==> config.mk <==
export PLATFORM = sky130hd
export DESIGN_NAME = stream_demux4
export DESIGN_NICKNAME = d
export VERILOG_FILES = /design/src/rtl/stream_demux_pkg.sv /design/src/rtl/demux_slot.sv /design/src/rtl/stream_demux4.sv
export SDC_FILE = /design/constraint.sdc
export NUM_CORES = 1
export LEC_CHECK = 0
export CORE_MARGIN = 5
export CORE_UTILIZATION = 45
export CTS_BUF_LIST = sky130_fd_sc_hd__clkbuf_4
export DETAILED_ROUTE_END_ITERATION = 7
export PLACE_DENSITY = 0.77
export SYNTH_ARGS = -nofsm -noshare
export SYNTH_HDL_FRONTEND = slang
export SYNTH_SLANG_ARGS = --single-unit
==> constraint.sdc <==
create_clock -name clk -period 2.2 [get_ports clk]
set_input_delay 0.66 -clock clk [delete_from_list [all_inputs] [get_ports clk]]
set_output_delay 0.66 -clock clk [all_outputs]
set_load 0.02 [all_outputs]
### M1 wires, run 1

The bar under the picture is 20 um long.
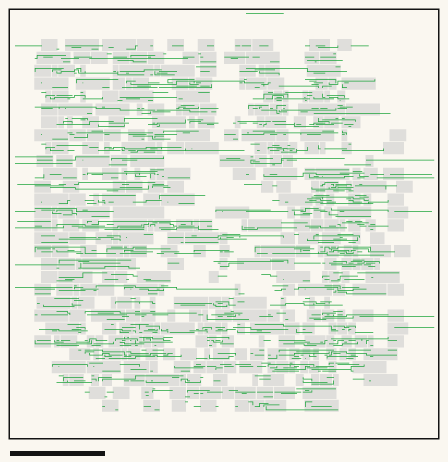
share of all routed wire: 44%
main direction: horizontal
vias: 2,549
M1 GR Usage: 0.207
final wirelength: 6880 um

### Signal wires on met2, run 1

The bar under the picture is 20 um long.
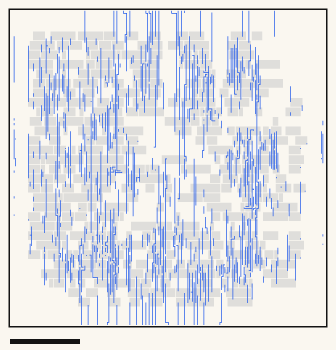
main direction: vertical
longest straight run: 34.0 um
share of all routed wire: 46%
wire length on this layer: 3,130 um
nets with wire on the layer: 370
met2 Usage GRT: 0.270

### Met3 routing, run 1

The bar under the picture is 20 um long.
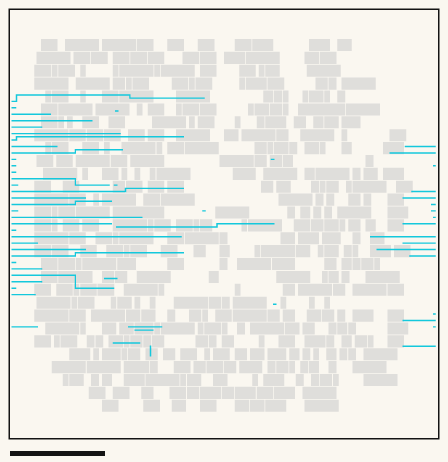
wire length on this layer: 600 um
nets with wire on the layer: 54
met3 usage: 0.0750

==> impl_metrics.env, run 1 <==
# flow metrics
export IMPL_status="finished clean"
export IMPL_p_int_mw=1.73
export IMPL_timing_final_crit_share=0.967
export IMPL_overflow=0
export IMPL_largest_cell_class="multi-input combinational cells"
export IMPL_sh_comb_area=0.357
export IMPL_synth_async_sr_flop_share=0
export IMPL_ant_nets=0
export IMPL_path_clk_slew_ns=0.12
export IMPL_synth_top_area_share=0.469
export IMPL_cts_max_path_buffers=2
export IMPL_cts_tree="done"
export IMPL_dp_cells=471
export IMPL_fp_nets=330
export IMPL_ys_sh_simple=0.209
export IMPL_fp_util=0.460
export IMPL_ys_cells=309
export IMPL_hold_path_class="reg2reg"
export IMPL_clk_share=0.0368
export IMPL_n_antenna_cell=0
export IMPL_warnings=26
export IMPL_fin_tns_setup_ns=0
export IMPL_die_w_um=90.4
export IMPL_yosys_area_um2=2910
run 1: metrics by stage:
stage | area, um^2 | hold WS [ns] | utilization
2_1_floorplan | 2910 | 0.498 | -
3_3_place_gp | 3910 | 0.471 | 0.619
3_5_place_dp | 3910 | 0.486 | 0.619
4_1_cts | 4080 | 0.512 | 0.646
5_1_grt | 4120 | 0.537 | 0.652
6_report | 4120 | 0.509 | 0.652
run 1: metal layers:
layer | wire, um | part of all wire | vias to the layer above
met5 | 0 | 0 | -
met4 | 89 | 0.013 | 0
met3 | 600 | 0.087 | 9
met2 | 3130 | 0.46 | 63
met1 | 3060 | 0.44 | 1192
li1 | - | - | 1285
run 1: timing repair:
action	CTS	global route
setup buffers	1	0
resized	15	16
setup endpoints to repair	3	15
### I/O pins on the die edge, run 1

The bar under the picture is 20 um long. Pins as bars across the die edge, other pins in gray.
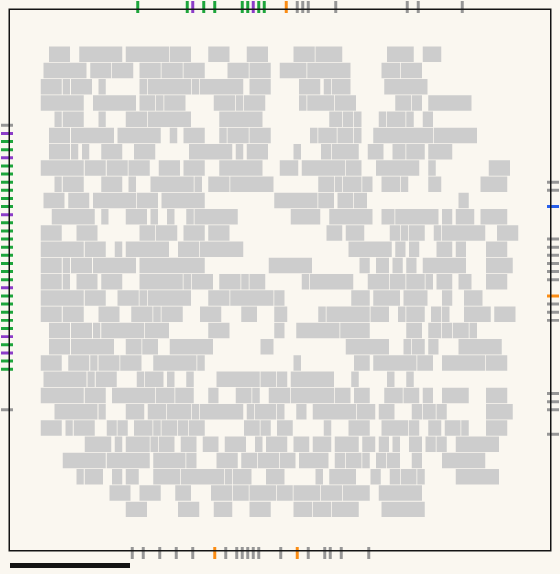

--- run 2 (diff from run 1) ---
Settings changed: CORE_UTILIZATION 45 to 40, PLACE_DENSITY 0.77 to 0.7.
### I/O pins on the die edge, run 2

The bar under the picture is 20 um long. Pins as bars across the die edge, other pins in gray.
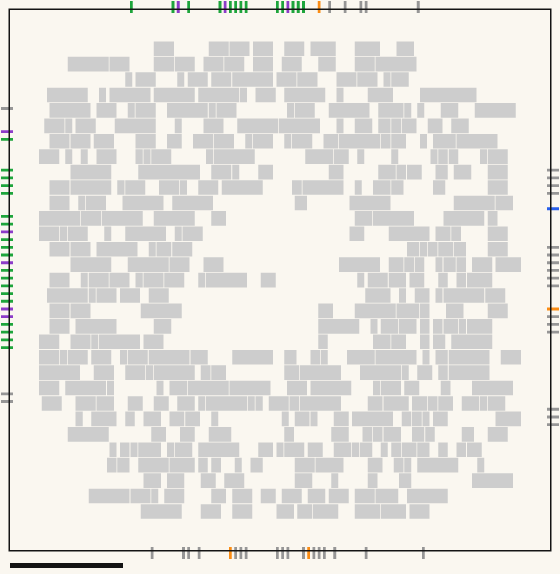
| color | port | pins | direction | edge |
|---|---|---|---|---|
| green | out_data | 32 | output | 19 left, 13 top |
| blue | reset | 1 | input | right |
| orange | out_ready | 4 | input | 2 bottom, 1 right, 1 top |
| purple | in_data | 8 | input | 5 left, 3 top |
Die Width: 95.2 um
Die Y: 95.2 um
I/O Buffers: 85

### M1 wires, run 2

The bar under the picture is 20 um long.
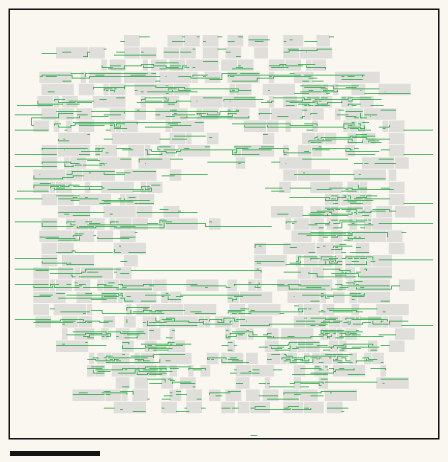
longest straight run: 29.0 um
main direction: horizontal
final wirelength: 7010 um
M1 GR Usage: 0.205

==> run 2 against run 1 <==
Core utilization down 7.2 points. Maximum frequency shrank 0.87%. Power hardly changed. Combinational power increased by 2%. Critical path depth rose by 4. Clock-buffer cell count did not move. Die area increased by 11%. Synthesized cell count did not move. Critical path type is now in2out. Largest power group unchanged.
==> impl_metrics.env, run 2 <==
# flow metrics
export IMPL_yosys_area_um2=2910
export IMPL_synth_top_area_share=0.469
export IMPL_syn2layout_area_growth_pct=43.2
export IMPL_timing_final_crit_share=0.975
export IMPL_numCtsBuffers=9
export IMPL_path_clk_slew_ns=0.11
export IMPL_cts_sinks=68
export IMPL_cts_resized=18
export IMPL_fin_skew_ns=0.0192
export IMPL_cts_tree="done"
export IMPL_synthMuxAreaShare=0.135
export IMPL_fp_nets=330
export IMPL_hold_slack_ns=0.501
export IMPL_hpwl_um=4990
export IMPL_synth_async_sr_flop_share=0
export IMPL_dp_cells=497
export IMPL_post_cts_buffers=0
export IMPL_synth_cellmix_compoundShare=0.0986
export IMPL_final_core_utilization=0.580
export IMPL_ios=86
export IMPL_hold_depth=2
export IMPL_largest_cell_class="multi-input combinational cells"
export IMPL_warnings=26
export IMPL_sh_comb_area=0.353
export IMPL_clk_share=0.0358
export IMPL_ys_cells=309
export IMPL_first_pass_iters=4
export IMPL_cp_required_ns=1.54
export IMPL_syn_cell_area_um2=2910
export IMPL_cts_max_path_buffers=2
export IMPL_final_area_um2=4160
export IMPL_hold_path_class="reg2reg"
export IMPL_fp_util=0.405
export IMPL_ys_sh_simple=0.209
export IMPL_fin_tns_setup_ns=0
export IMPL_overflow=0
export IMPL_status="finished clean"
export IMPL_n_antenna_cell=0
run 2: cell counts after synthesis:
No cell type changed its count.
run 2: critical path, stage by stage:
cell and delay, ns:
dlygate4sd2_1 0.27, nand2b_4 0.17, mux2i_1 0.13, mux2i_1 0.10
buf_4 0.16
run 2: report_power, final:
part | switching (mW) | leakage [nW] | internal, mW
registers | 0.0174 | 0.550 | 1.26
logic | 0.121 | 1.11 | 0.117
clock network | 0.495 | 0.0775 | 0.362
run 2: layer usage:
metal / up-vias / global-route usage / part of all wire
li1: 1287 / - / -
met1: 1217 / 0.205 / 0.45
met2: 70 / 0.255 / 0.46
met3: 10 / 0.0608 / 0.075
met4: 0 / 0.0673 / 0.013
met5: - / 0 / 0
Power and IR drop assume default switching activity.
